### src/rtl/xcorr_lag_pkg.sv
`default_nettype none
// ============================================================================
// Module      : xcorr_lag_pkg
// Description : Shared constants and FSM encoding for the circular lag estimator
// Revision    : 1.0 - initial release
// ============================================================================
package xcorr_lag_pkg;

    localparam int c_NDATA_DEFAULT = 128;

    typedef enum logic [1:0] {
        ST_IDLE = 2'd0,
        ST_RUN  = 2'd1,
        ST_DONE = 2'd2
    } state_t;

endpackage
`default_nettype wire

### src/rtl/xcorr_lag_match_count.sv
`default_nettype none
// ============================================================================
// Module      : match_count
// Description : Combinational count of bit positions where two vectors agree
// Revision    : 1.0 - initial release
// ============================================================================
module match_count #(
    parameter int  NDATA     = 128,
    localparam int NDATA_LOG = $clog2(NDATA)
) (
    input  logic [NDATA-1:0]   vec_a,
    input  logic [NDATA-1:0]   vec_b,
    output logic [NDATA_LOG:0] count
);

    logic [NDATA-1:0] w_eq;

    assign w_eq = ~(vec_a ^ vec_b);

    always_comb begin
        count = '0;
        for (int i = 0; i < NDATA; i++) begin
            count = count + {{NDATA_LOG{1'b0}}, w_eq[i]};
        end
    end

endmodule
`default_nettype wire

### src/rtl/xcorr_lag.sv
`default_nettype none
// ============================================================================
// Module      : xcorr_lag
// Description : Circular cross-correlation lag sweep; best lag/score per channel
// Revision    : 1.0 - initial release
// ============================================================================
module xcorr_lag
    import xcorr_lag_pkg::*;
#(
    parameter int  NDATA     = c_NDATA_DEFAULT,
    localparam int NDATA_LOG = $clog2(NDATA)
) (
    input  logic                 clk,
    input  logic                 rst,
    input  logic                 start,
    input  logic [NDATA-1:0]     dinRef,
    input  logic [NDATA-1:0]     dinSigA,
    input  logic [NDATA-1:0]     dinSigB,
    input  logic [NDATA-1:0]     dinSigC,
    output logic                 busy,
    output logic                 done,
    output logic [NDATA_LOG-1:0] lagA,
    output logic [NDATA_LOG-1:0] lagB,
    output logic [NDATA_LOG-1:0] lagC,
    output logic [NDATA_LOG:0]   scoreA,
    output logic [NDATA_LOG:0]   scoreB,
    output logic [NDATA_LOG:0]   scoreC
);

    localparam int                   c_NCH    = 3;
    localparam logic [NDATA_LOG-1:0] c_K_LAST = NDATA_LOG'(NDATA - 1);
    localparam logic [NDATA_LOG-1:0] c_K_ONE  = NDATA_LOG'(1);

    state_t r_state;
    state_t w_state_nxt;

    logic [NDATA-1:0]     r_ref;
    logic [NDATA-1:0]     r_sig        [c_NCH];
    logic [NDATA-1:0]     w_din        [c_NCH];
    logic [NDATA_LOG-1:0] r_k;
    logic [NDATA_LOG:0]   w_score      [c_NCH];
    logic [NDATA_LOG:0]   r_best_score [c_NCH];
    logic [NDATA_LOG:0]   w_nxt_score  [c_NCH];
    logic [NDATA_LOG-1:0] r_best_lag   [c_NCH];
    logic [NDATA_LOG-1:0] w_nxt_lag    [c_NCH];
    logic [NDATA_LOG:0]   r_score_out  [c_NCH];
    logic [NDATA_LOG-1:0] r_lag_out    [c_NCH];
    logic                 w_last;

    assign w_din[0] = dinSigA;
    assign w_din[1] = dinSigB;
    assign w_din[2] = dinSigC;
    assign w_last   = (r_k == c_K_LAST);

    // ------------------------------------------------------------------------
    // FSM
    // ------------------------------------------------------------------------
    always_ff @(posedge clk) begin
        if (rst) begin
            r_state <= ST_IDLE;
        end else begin
            r_state <= w_state_nxt;
        end
    end

    always_comb begin
        w_state_nxt = r_state;
        case (r_state)
            ST_IDLE: if (start)  w_state_nxt = ST_RUN;
            ST_RUN:  if (w_last) w_state_nxt = ST_DONE;
            ST_DONE: w_state_nxt = ST_IDLE;
            default: w_state_nxt = ST_IDLE;
        endcase
    end

    assign busy = (r_state != ST_IDLE);
    assign done = (r_state == ST_DONE);

    // ------------------------------------------------------------------------
    // Per-channel scoring and best-so-far selection
    // ------------------------------------------------------------------------
    for (genvar ch = 0; ch < c_NCH; ch++) begin : g_ch
        match_count #(
            .NDATA (NDATA)
        ) u_match_count (
            .vec_a (r_ref),
            .vec_b (r_sig[ch]),
            .count (w_score[ch])
        );

        // Strict compare keeps the earliest lag on ties.
        always_comb begin
            w_nxt_score[ch] = r_best_score[ch];
            w_nxt_lag[ch]   = r_best_lag[ch];
            if (w_score[ch] > r_best_score[ch]) begin
                w_nxt_score[ch] = w_score[ch];
                w_nxt_lag[ch]   = r_k;
            end
        end
    end

    // ------------------------------------------------------------------------
    // Datapath: shadows, rotation, lag counter, trackers, result registers
    // ------------------------------------------------------------------------
    always_ff @(posedge clk) begin
        if (rst) begin
            r_ref <= '0;
            r_k   <= '0;
            for (int ch = 0; ch < c_NCH; ch++) begin
                r_sig[ch]        <= '0;
                r_best_score[ch] <= '0;
                r_best_lag[ch]   <= '0;
                r_score_out[ch]  <= '0;
                r_lag_out[ch]    <= '0;
            end
        end else begin
            case (r_state)
                ST_IDLE: begin
                    if (start) begin
                        r_ref <= dinRef;
                        r_k   <= '0;
                        for (int ch = 0; ch < c_NCH; ch++) begin
                            r_sig[ch]        <= w_din[ch];
                            r_best_score[ch] <= '0;
                            r_best_lag[ch]   <= '0;
                        end
                    end
                end
                ST_RUN: begin
                    r_k <= r_k + c_K_ONE;
                    for (int ch = 0; ch < c_NCH; ch++) begin
                        r_best_score[ch] <= w_nxt_score[ch];
                        r_best_lag[ch]   <= w_nxt_lag[ch];
                        r_sig[ch]        <= {r_sig[ch][0], r_sig[ch][NDATA-1:1]};
                        // Results land on the edge into DONE so they are
                        // already valid while done is high.
                        if (w_last) begin
                            r_score_out[ch] <= w_nxt_score[ch];
                            r_lag_out[ch]   <= w_nxt_lag[ch];
                        end
                    end
                end
                default: ;
            endcase
        end
    end

    assign lagA   = r_lag_out[0];
    assign lagB   = r_lag_out[1];
    assign lagC   = r_lag_out[2];
    assign scoreA = r_score_out[0];
    assign scoreB = r_score_out[1];
    assign scoreC = r_score_out[2];

endmodule
`default_nettype wire

### config.mk
export PLATFORM = sky130hd
export DESIGN_NAME = xcorr_lag
export DESIGN_NICKNAME = d
export VERILOG_FILES = /design/src/rtl/xcorr_lag_pkg.sv /design/src/rtl/xcorr_lag_match_count.sv /design/src/rtl/xcorr_lag.sv
export SDC_FILE = /design/constraint.sdc
export NUM_CORES = 2
export LEC_CHECK = 0
export ABC_AREA = 1
export CORE_ASPECT_RATIO = 0.8
export CORE_MARGIN = 1.5
export CORE_UTILIZATION = 60
export DETAILED_ROUTE_END_ITERATION = 8
export DONT_BUFFER_PORTS = 1
export GPL_ROUTABILITY_DRIVEN = 0
export GPL_TIMING_DRIVEN = 0
export PLACE_DENSITY_LB_ADDON = 0.3
export SLEW_MARGIN = 20
export SYNTH_ARGS = -nofsm -noshare
export SYNTH_HDL_FRONTEND = slang
export SYNTH_HIERARCHICAL = 1
export SYNTH_SLANG_ARGS = --single-unit
### constraint.sdc
create_clock -name clk -period 47.5 [get_ports clk]
set_input_delay 9.5 -clock clk [delete_from_list [all_inputs] [get_ports clk]]
set_output_delay 9.5 -clock clk [all_outputs]
set_load 0.01 [all_outputs]
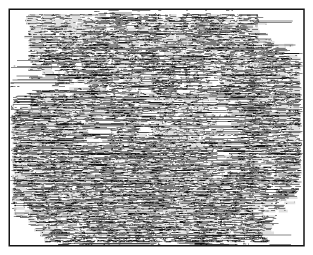
Fig. 1. Signal wires on met1.
(1 px per µm)
nets with wire on the layer: 4789
main direction: horizontal
share of all routed wire: 37%

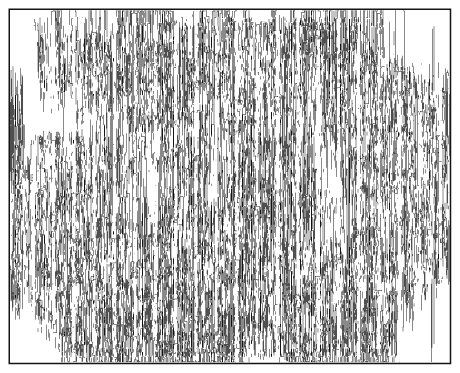
Fig. 2. The metal 2 layer.
(1.5 px per µm)
nets with wire on the layer: 4460
share of all routed wire: 44%
longest straight run: 102 µm

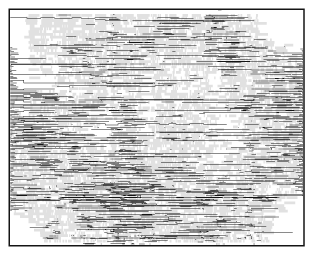
Fig. 3. The metal 3 layer.
(1 px per µm)
wire length on this layer: 20.1 mm
share of all routed wire: 15%
longest straight run: 135 µm
nets with wire on the layer: 868

==> Slide: Implementation Results <==
Implementation Results

STA
  – Setup Viol. Count Final: 0
  – Max Clk Rate: between 0.08 and 0.09 GHz
  – Max-slew violation count: 0
  – Slew headroom: between 30% and 40%
  – Final Cycle Share: between 20 and 30%
  – Total negative setup slack: 0 ns
  – Post-layout min period: between 10 and 15 ns
  – Worst-Margin Slew: 1.04 ns
  – Hold Slack: 0.503 ns
  – Clk_skew: between 0.04 and 0.05 ns

Detailed routing
  – M1 WL: around 50 mm
  – Vias: approximately 31000
  – DR WL met3: between 20 and 25 mm
  – Routed WL per cell: 26.5 µm
  – Via density per instance: slightly above 6
  – Initial DRT Pass Iterations: 6
  – Antenna viol nets, final: 0
  – Drt first-iter violations: 4300
  – Highest Signal Layer: met5
  – WL final: approximately 140 mm
  – Met2 wire length: 59.4 mm

Worst setup path
  – Required time worst endpoint: 47.88 ns
  – Crit end category: flip-flop
  – Most used cell, CP: buf_12
  – CP max stage delay: ~0.77 ns
  – Crit path to: r_sig[0][34]$_DFFE_PP_
  – Crit path launch type: primary input
  – Slowest-stage cell, CP: clkbuf_1
  – Peak fanout along the critical path: about 50
  – Critical path startpoint: rst
  – Worst EP arrival: approximately 12 ns
  – Buffers and inverters on the worst path: 7
  – WS Path Type: in2reg
  – R2r worst-path depth: 29
  – Crit-path leading delay family: buffers and inverters
  – Reg-to-Reg End: r_best_score[0][14]$_SDFFCE_PN0P_

GRT
  – Vias in the first global route: around 30000
  – Congestion Overflow GR: 0
  – Top Usage Layer GRT: met2
  – Met1 GRT Util: about 54%
  – Initial antenna violation count: 38
  – M2 GR Usage: between 50% and 60%
  – First-pass GRT wire length: around 190 mm
  – GR Util met3: a little over an eighth
  – Largest net degree at the start of global routing: 52

Floorplan
  – Die area: about 70000 µm²
  – FP Util: between 60% and 70%
  – Core Footprint: 66200 µm²
  – Width of the die: just under 300 µm
  – Number of I/O pins: 562
  – Cell row count: approximately 84
  – Die H: ~240 µm
  – Tap Cells: 860

Clock tree
  – TritonCTS buffer count: between 60 and 70
  – Post-CTS Resized: 0
  – Clock transition at the registers of the reported paths: 0.06 ns
  – CTS tree: built
  – Clock root buffer: clkbuf_16
  – H-tree levels: 2
  – Cts hold-fix bufs: 0
  – Clock Path Buffers: 3

Hold path
  – Hold EP: r_k[6]$_SDFFE_PP0P_
  – Worst Hold Class: reg2reg
  – Hold_sp: r_k[6]$_SDFFE_PP0P_
  – Worst hold stages: 2

Synthesis
  – Synth Area in Compound Gates: 1.96%
  – Mean Syn Cell Area: 9.84 µm²
  – Main synth FF type: edfxtp_1
  – # Cells Yosys: about 4100
  – Fraction of registers with async set/reset: 0%
  – Top logic family: adder cells
  – Synth mux share: less than 1%
  – Simple-gate share of the synthesized area: about a fifth
  – Sequential area share after synthesis: a little over two fifths
  – XOR/XNOR Area Share: between 8 and 9%
  – Syn Nets: ~5100
  – Cell taking the most area after synthesis: edfxtp_1
  – Post-Synthesis Cells: between 4000 and 5000
  – Synth top area share: 35.2%
  – Post-Syn Area: slightly above 40000 µm²
  – Count of cell types in the netlist: 36
  – Yosys Chip Area: 40400 µm²
  – #FFs+latches synth: about 610
  – Post-synthesis adder-cell area fraction: just over 20%
  – Top post-synthesis cells by count: nand3_1 (825), nand2_1 (812), inv_1 (480)

Cells and area
  – Post-layout util: 66.3%
  – Dominant logic cell type in the layout: nand3_1
  – Non-clock buffers, area share: ~3.3%
  – Final std cells w/o fill: slightly above 5000
  – # clk buffers: just over 90
  – Biggest Area Class: logic gates
  – Fin area: 43900 µm²
  – Layout area overhead: 8.59%
  – Comb/total area: a little under half
  – Flop count: around 600
  – Inverters: about 490
  – Buffers excl. clock: roughly 240
  – Sequential fraction of total cell area: approximately two fifths
  – Clock network area share: 4.69%
  – Storage cell area: 17000 µm²
  – Antenna cells: 21
  – Largest Register: r_sig
  – Share of cells above drive strength 1: under 10%
  – MI comb area: between 20000 and 25000 µm²
  – Largest register FFs: around 380

Job
  – Tool warnings: 32
  – Max-Cap Viols: 0

Placement
  – Final HPWL DP: 108 mm
  – Cell Area, Placed: 41800 µm²
  – DP Worst Slack: around 35 ns
  – IO buf count: 0
  – Placed insts: roughly 5000

Status
  – Status: completed
